===== src/rtl/hamming_pkg.sv =====
// Shared types and defaults for the Hamming serializer datapath.
package hamming_pkg;

  typedef enum logic [1:0] {IDLE, RUN, DONE} state_e;

  localparam int DEF_W = 32;
  localparam int DEF_N = 16000;

  function automatic int cnt_width(input int n);
    return $clog2(n + 1);
  endfunction

endpackage


===== src/rtl/hamming_hold_reg.sv =====
// One-entry valid/ready holding register for an A/B word pair.
// Not flow-through: accepts only when empty; clr wins over a same-cycle push.
module hamming_hold_reg #(
  parameter int W = 32
) (
  input  logic         clk,
  input  logic         rst,
  input  logic         clr,
  input  logic         in_vld,
  output logic         in_rdy,
  input  logic [W-1:0] in_a,
  input  logic [W-1:0] in_b,
  output logic         out_vld,
  input  logic         out_rdy,
  output logic [W-1:0] out_a,
  output logic [W-1:0] out_b
);

  logic         vld_q, vld_d;
  logic [W-1:0] a_q, a_d;
  logic [W-1:0] b_q, b_d;

  always_comb begin
    vld_d = vld_q;
    a_d   = a_q;
    b_d   = b_q;
    if (out_rdy) vld_d = 1'b0;
    if (in_vld && in_rdy) begin
      vld_d = 1'b1;
      a_d   = in_a;
      b_d   = in_b;
    end
    if (clr) vld_d = 1'b0;
  end

  always_ff @(posedge clk or negedge rst) begin
    if (!rst) begin
      vld_q <= 1'b0;
      a_q   <= '0;
      b_q   <= '0;
    end else begin
      vld_q <= vld_d;
      a_q   <= a_d;
      b_q   <= b_d;
    end
  end

  assign in_rdy  = !vld_q;
  assign out_vld = vld_q;
  assign out_a   = a_q;
  assign out_b   = b_q;

endmodule


===== src/rtl/hamming_bit_serializer.sv =====
// Serializes A/B word pairs LSB-first, one bit pair per cycle, for exactly N
// bits per run; bubbles are driven as x=y=0 so they read as matches downstream.
module hamming_bit_serializer
  import hamming_pkg::*;
#(
  parameter int W     = DEF_W,
  parameter int N     = DEF_N,
  parameter int CNT_W = cnt_width(N)
) (
  input  logic             clk,
  input  logic             rst,
  input  logic             start,
  input  logic             in_valid,
  output logic             in_ready,
  input  logic [W-1:0]     in_a,
  input  logic [W-1:0]     in_b,
  output logic             x,
  output logic             y,
  output logic             bit_valid,
  output logic             busy,
  output logic             done,
  output logic [CNT_W-1:0] bits_sent
);

  localparam int SC_W = $clog2(W + 1);

  state_e           state_q, state_d;
  logic [W-1:0]     sh_a_q, sh_a_d, sh_b_q, sh_b_d;
  logic [SC_W-1:0]  sh_cnt_q, sh_cnt_d;
  logic [CNT_W-1:0] bits_q, bits_d;
  logic             x_q, x_d, y_q, y_d, bv_q, bv_d;

  logic             hold_rdy, hold_vld, hold_push, hold_pop, hold_clr;
  logic [W-1:0]     hold_a, hold_b;
  logic             run, emit, fin, sh_free, accept;

  hamming_hold_reg #(.W(W)) u_hold (
    .clk     (clk),
    .rst     (rst),
    .clr     (hold_clr),
    .in_vld  (hold_push),
    .in_rdy  (hold_rdy),
    .in_a    (in_a),
    .in_b    (in_b),
    .out_vld (hold_vld),
    .out_rdy (hold_pop),
    .out_a   (hold_a),
    .out_b   (hold_b)
  );

  assign run      = (state_q == RUN);
  assign in_ready = run && hold_rdy;
  assign accept   = in_valid && in_ready;
  assign emit     = run && (sh_cnt_q != '0);
  assign fin      = emit && (bits_q == CNT_W'(N - 1));
  // The shifter can take a new word when empty or when its last bit leaves now.
  assign sh_free  = (sh_cnt_q == '0) || (emit && (sh_cnt_q == SC_W'(1)));

  always_comb begin
    state_d   = state_q;
    sh_a_d    = sh_a_q;
    sh_b_d    = sh_b_q;
    sh_cnt_d  = sh_cnt_q;
    bits_d    = bits_q;
    x_d       = 1'b0;
    y_d       = 1'b0;
    bv_d      = 1'b0;
    hold_push = 1'b0;
    hold_pop  = 1'b0;
    hold_clr  = 1'b0;
    if (start) begin
      state_d  = RUN;
      sh_a_d   = '0;
      sh_b_d   = '0;
      sh_cnt_d = '0;
      bits_d   = '0;
      hold_clr = 1'b1;
    end else if (run) begin
      if (emit) begin
        x_d      = sh_a_q[0];
        y_d      = sh_b_q[0];
        bv_d     = 1'b1;
        sh_a_d   = sh_a_q >> 1;
        sh_b_d   = sh_b_q >> 1;
        sh_cnt_d = sh_cnt_q - SC_W'(1);
        bits_d   = bits_q + CNT_W'(1);
      end
      if (fin) begin
        // Leftover bits of the final word and any held word are dropped.
        state_d  = DONE;
        sh_cnt_d = '0;
        hold_clr = 1'b1;
      end else if (sh_free && hold_vld) begin
        sh_a_d   = hold_a;
        sh_b_d   = hold_b;
        sh_cnt_d = SC_W'(W);
        hold_pop = 1'b1;
      end else if (sh_free && accept) begin
        sh_a_d   = in_a;
        sh_b_d   = in_b;
        sh_cnt_d = SC_W'(W);
      end else begin
        hold_push = accept;
      end
    end
  end

  always_ff @(posedge clk or negedge rst) begin
    if (!rst) begin
      state_q  <= IDLE;
      sh_a_q   <= '0;
      sh_b_q   <= '0;
      sh_cnt_q <= '0;
      bits_q   <= '0;
      x_q      <= 1'b0;
      y_q      <= 1'b0;
      bv_q     <= 1'b0;
    end else begin
      state_q  <= state_d;
      sh_a_q   <= sh_a_d;
      sh_b_q   <= sh_b_d;
      sh_cnt_q <= sh_cnt_d;
      bits_q   <= bits_d;
      x_q      <= x_d;
      y_q      <= y_d;
      bv_q     <= bv_d;
    end
  end

  assign x         = x_q;
  assign y         = y_q;
  assign bit_valid = bv_q;
  assign busy      = (state_q == RUN);
  assign done      = (state_q == DONE);
  assign bits_sent = bits_q;

endmodule


===== config.mk =====
export PLATFORM = sky130hd
export DESIGN_NAME = hamming_bit_serializer
export DESIGN_NICKNAME = d
export VERILOG_FILES = /design/src/rtl/hamming_pkg.sv /design/src/rtl/hamming_hold_reg.sv /design/src/rtl/hamming_bit_serializer.sv
export SDC_FILE = /design/constraint.sdc
export NUM_CORES = 1
export LEC_CHECK = 0
export CAP_MARGIN = 10
export CELL_PAD_IN_SITES_DETAIL_PLACEMENT = 0
export CELL_PAD_IN_SITES_GLOBAL_PLACEMENT = 1
export CORE_MARGIN = 2
export CORE_UTILIZATION = 41
export CTS_CLUSTER_DIAMETER = 120
export DETAILED_ROUTE_END_ITERATION = 10
export PLACE_DENSITY = 0.84
export SYNTH_ARGS = -nofsm -noshare
export SYNTH_HDL_FRONTEND = slang
export SYNTH_HIERARCHICAL = 1
export SYNTH_SLANG_ARGS = --single-unit
export TNS_END_PERCENT = 1

===== constraint.sdc =====
create_clock -name clk -period 2.95 [get_ports clk]
set_input_delay 0.59 -clock clk [delete_from_list [all_inputs] [get_ports clk]]
set_output_delay 0.59 -clock clk [all_outputs]
set_load 0.005 [all_outputs]

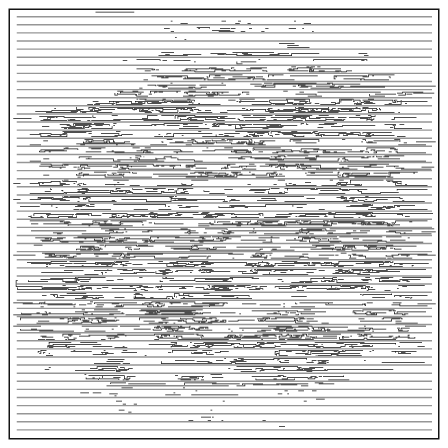
**Above:** run 1 (signal wires on met1).
Supply wires on this layer in gray.
nets with wire on the layer = 783
wire length on this layer = 9520 um
longest straight run = 40.9 um
share of all routed wire = 49%
main direction = horizontal
met1 usage: 28.1%
Post-Route WL: 19.6 mm
DR vias: 6159

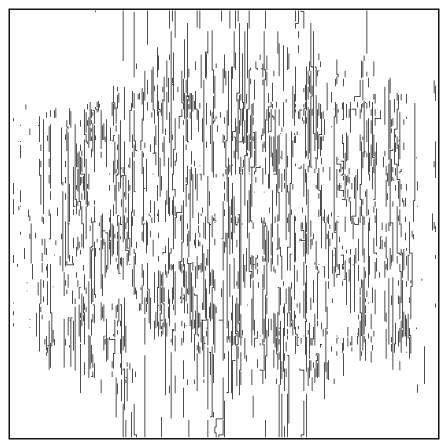
**Above:** run 1 (the metal 2 layer).
longest straight run = 45.6 um
nets with wire on the layer = 724
met2 usage: 29.5%

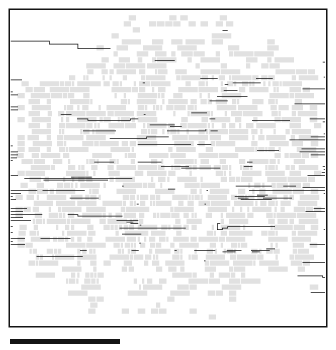
**Above:** run 1 (the metal 3 layer).
Scale bar: 50 um. Cells faint in the background.
share of all routed wire = 5.2%
main direction = horizontal
met3 Track Usage GR: 4.23%

==> run_results.csv, run 1 <==
group,metric,value,unit
synthesis,yosysTopAreaCell,"dfrtp_1",
place,portBuffers,87,
layout,syn2layout_area_growth,21.8,%
layout,signal_buffers,110,
place,dp_hpwl,11.5,mm
synthesis,ys_seq_share,48.2,%
grt,grt_overflow_total,0,
detailed_routing,wl_met3,1.02,mm
layout,buffer_area_share,11.9,%
layout,final_area,0.00975,mm2
pwr,p_leak,4.03,nW
cts,clkLatencyLatePin,0.42,ns
worst_setup_path,crit_fanout,40,
synthesis,synthMuxAreaShare,12.1,%
layout,final_common_cell,"dfrtp_1",
layout,seq_area,0.00385,mm2
outcome,status,"finished clean",
grt,grt_max_degree,71,
timing,clock-skew-final,0.00696,ns
place,globalplace.congestion,0.814,
layout,final_cells,1074,
grt,busiest_layer,"met2",
timing,fin_crit,2.75,ns
detailed_routing,viasPerCell,5.73,
pwr,power.density,983,mW/mm2
cts,path_clk_slew,0.06,ns
layout,ff_count,154,
timing,rsz0062_at_grt,"no",
layout,largest_class,"flip-flops and latches",
detailed_routing,top_layer,"met4",
floorplanning,dieWidth,144,um
place,placedCellCount,1043,
worst_setup_path,reg2reg_slack,0.20,ns
floorplanning,rows,51,
layout,n_antenna_cell,0,
synthesis,adder_share,0.469,%
synthesis,ys.warnings.count,6,
layout,sh_comb_area,38.4,%
timing,period_used_share,93.2,%
worst_setup_path,crit_path_max_incr_delay,0.48,ns
synthesis,aoi_share,20.8,%
layout,n_fill_cell,1758,
detailed_routing,ant_nets,0,
timing,fmax,0.364,GHz
synthesis,xor_share,1.31,%
cts,postCtsSetupRepairBufs,0,
worst_setup_path,worstSetupStartpointType,"flip-flop",
cts,cts_root_buf,"clkbuf_16",
synthesis,synth_cell_types,54,
timing,setup_ws,0.201,ns
job,cap_violations,0,
synthesis,synth_nets,803,
synthesis,syn_area_per_cell,10.9,um2
detailed_routing,routedWlPerCell,18.3,um
min_path,hp-class,"input port to async pin",
timing,fin_tns_setup,0,ns
grt,antenna_found_initial,0,
pwr,ir_drop,0.000441,V
layout,final_cell_mix,"154 x dfrtp_1, 141 x nand2_1, 86 x clkdlybuf4s50_1",
layout,layout-drive-gt1-share,16.3,%
synthesis,ys.flops,154,
worst_setup_path,required,3.25,ns
synthesis,ys_sh_simple,11.5,%
synthesis,ys_cells,732,
layout,logic_area,0.00374,mm2
-- run 1: cells in the mapped netlist (2+ instances only) --
| master | n |
|---|---|
| o31ai_1 | 2 |
| nor4_1 | 3 |
| inv_1 | 9 |
| mux2_2 | 4 |
| nand4_1 | 3 |
| a21oi_1 | 8 |
| nor3_1 | 8 |
| or4_4 | 2 |
| a32oi_1 | 56 |
| and2_1 | 2 |
| a22o_1 | 56 |
| xor2_1 | 6 |
| o22ai_1 | 58 |
| buf_2 | 3 |
| a211oi_1 | 3 |
| buf_12 | 7 |
| nor3b_1 | 2 |
| o21ai_0 | 8 |
| clkbuf_1 | 36 |
| a221oi_1 | 2 |
| nand2_1 | 142 |
| dfrtp_1 | 154 |
| mux2_4 | 60 |
| nand3_1 | 9 |
| mux2i_1 | 2 |
| a32o_1 | 6 |
| a21o_1 | 2 |
| ha_1 | 3 |
| and3_1 | 2 |
| nor2_1 | 24 |
| xnor2_1 | 6 |
| buf_1 | 10 |
| buf_6 | 6 |
| o22ai_2 | 4 |
| or3_1 | 5 |
-- run 1: path summary, 6_finish.rpt --
check	start	cells after the start	end
max	sh_cnt_q[0]	10	u_hold/out_a[30]
min	rst	1	u_hold/out_a[20]
max reg2reg	sh_cnt_q[0]	10	u_hold/out_a[30]
min reg2reg	u_hold/out_a[27]	1	u_hold/out_a[27]
max in group asynchronous	rst	2	u_hold/out_a[12]
min in group clk	u_hold/out_a[27]	1	u_hold/out_a[27]
-- run 1: metrics by stage --
step,util (%),hold WS (ns)
finish,50.4,0.184
global route,50.4,0.228
CTS,50.4,0.203
detailed placement,47.2,0.493
global placement,47.2,0.487
floorplan,-,0.294
-- run 1: power breakdown --
part | switching [mW] | internal, mW
Sequential | 0.623 | 3.00
Clock | 0.837 | 1.50
Combinational | 1.69 | 1.94
Total | 3.15 | 6.44
==> inputs of run 2 (changes only) <==
CORE_ASPECT_RATIO = 0.6   (was default)
CORE_MARGIN = 1.5   (was 2)
HOLD_SLACK_MARGIN = 0.12   (was default)
==> run_results.csv, run 2 <==
group,metric,value,unit
outcome,status,"finished clean",
worst_setup_path,crit_fanout,7,
worst_setup_path,path_depth,4,
pwr,power.density,970,mW/mm2
pwr,clk-power,2.18,mW
worst_setup_path,startpoint,"state_q[1]",
floorplanning,rows,39,
pwr,cell_internal_pwr,6.22,mW
synthesis,yosysTopAreaCell,"dfrtp_1",
pwr,p_leak,4.01,nW
synthesis,ys_cells,732,
place,placedCellCount,1045,
worst_setup_path,reg2reg_from,"sh_cnt_q[0]",
worst_setup_path,required,2.36,ns
timing,setup_ws,0.202,ns
synthesis,top_cells_by_count,"154 x dfrtp_1, 142 x nand2_1, 60 x mux2_4, 58 x o22ai_1",
synthesis,ys.warnings.count,6,
synthesis,ys.flops,154,
pwr,power_leader,"sequential cells",
grt,grt_max_degree,68,
cts,cts_hold_buffers,0,
worst_setup_path,worstReg2RegEnd,"u_hold/out_b[26]",
detailed_routing,ant_nets,0,
pwr,p_seq_share,38.7,%
layout,final_common_cell,"dfrtp_1",
synthesis,syn_inst,732,
worst_setup_path,reg2reg_slack,0.29,ns
pwr,ir_drop,0.000443,V
pwr,power_frac_clock,23.1,%
synthesis,most_common_cell,"dfrtp_1",
layout,layout-drive-gt1-share,16.5,%
synthesis,syn_area_per_cell,10.9,um2
timing,fmax,0.364,GHz
detailed_routing,viasPerCell,5.80,
layout,final_cell_mix,"154 x dfrtp_1, 141 x nand2_1, 86 x clkdlybuf4s50_1",
timing,period_used_share,93.2,%
job,cap_violations,0,
worst_setup_path,crit_path_end_kind,"output pin",
layout,n_antenna_cell,0,
floorplanning,io_pins,88,
cts,clkLatencyLatePin,0.43,ns
pwr,comb_power_share,38.2,%
place,dp_hpwl,12.0,mm
place,portBuffers,87,
place,globalplace.congestion,0.862,
detailed_routing,routedWlPerCell,18.3,um
worst_setup_path,worstSetupStartpointType,"flip-flop",
cts,path_clk_slew,0.06,ns
pwr,swShare,34.0,%
timing,rsz0062_at_grt,"no",
grt,antenna_found_initial,0,
layout,final_cells,1077,
layout,syn2layout_area_growth,21.5,%
floorplanning,dieWidth,183,um
cts,clock-sinks,154,
grt,grt_overflow_total,0,
timing,fin_tns_setup,0,ns
synthesis,synth_nets,803,
pwr,power_sequential,3.65,mW
pwr,comb_power,3.60,mW
worst_setup_path,worst-r2r-cell-count,11,
synthesis,synth_cell_types,54,
timing,fin_crit,2.75,ns
synthesis,ys_seq_share,48.2,%
worst_setup_path,crit_path_max_incr_delay,0.50,ns
pwr,switchingPower,3.21,mW
min_path,hp-class,"input port to async pin",
[run 2: per-stage QoR]
step                hold slack, ns  util, %  area, um2
floorplan                    0.294        -       8000
global placement             0.486     47.8       9130
global route                 0.209     50.9       9720
detailed placement           0.493     47.8       9130
CTS                          0.177     50.9       9710
finish                       0.153     50.9       9720
[run 2: worst max path at each step]
stage | end | slack (ns)
2_1_floorplan | u_hold/out_a[0] | 0.14
3_3_place_gp | sh_b_q[14] | 0.27
3_5_place_dp | u_hold/out_a[17] | 0.24
4_1_cts | in_ready | 0.21
5_1_grt | u_hold/out_b[26] | 0.08
6_report | in_ready | 0.20
[run 2: layout make-up]
| type | count | area [um2] |
|---|---|---|
| clock buffer | 22 | 464 |
| tap | 266 | 333 |
| clock inverter | 10 | 118 |
| timing repair buffer | 111 | 1170 |
| inverter | 9 | 33.8 |
| multi-input combinational | 505 | 3750 |
| fill | 1680 | 9360 |
| sequential | 154 | 3850 |
[run 2: timing repair]
action | in CTS | in global routing
gates resized | 0 | 2
setup endpoints to repair | 0 | 49
buffers inserted | 0 | 0
[run 2: kinds of logic after synthesis]
family	synth area share [%]
AND-OR/OR-AND	20.8
AND/OR/NAND/NOR	11.5
flip-flops	48.2
buffers and inverters	5.65
multiplexers	12.1
XOR/XNOR	1.31
adder cells (fa/ha/maj)	0.469
[run 2: worst reg2reg max path, stage by stage, from the launching register on]
cell	delay, ns
dfrtp_1	0.42
inv_1	0.07
ha_1	0.23
nor3b_2	0.26
buf_4	0.18
a21oi_4	0.06
nand2_2	0.08
nand2_1	0.11
nor2_1	0.18
nor2b_4	0.23
buf_16	0.34
mux2_4	0.39
[run 2: metal layers]
metal	up-vias	global-route usage, %	wire length, um
li1	2885	-	-
met1	3144	31.1	9950
met2	203	28.1	8230
met3	15	5.65	1360
met4	0	5.08	142
met5	-	0	0
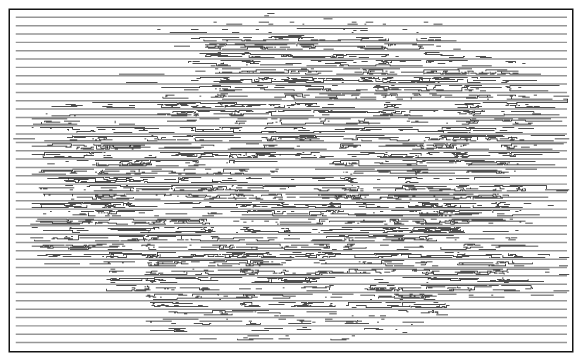
**Above:** run 2 (signal wires on met1).
Supply wires on this layer in gray.
wire length on this layer = 9950 um
nets with wire on the layer = 779
main direction = horizontal
share of all routed wire = 51%
longest straight run = 39.1 um
met1 usage: 31.1%
DR vias: 6247
Post-Route WL: 19.7 mm

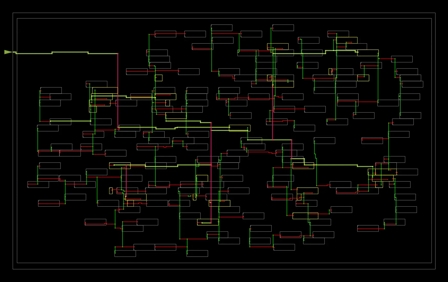
**Above:** run 2 (clock routing).
Clock Skews: 0.0104 ns
Seq Cell Count: 154
CTS Buf Count: 17

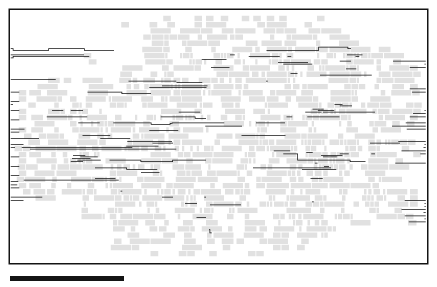
**Above:** run 2 (the metal 3 layer).
Scale bar: 50 um. Cells faint in the background.
share of all routed wire = 6.9%
wire length on this layer = 1360 um
longest straight run = 63.9 um
met3 Track Usage GR: 5.65%

Power figures rest on the tool's default switching activity, not on a simulated workload.
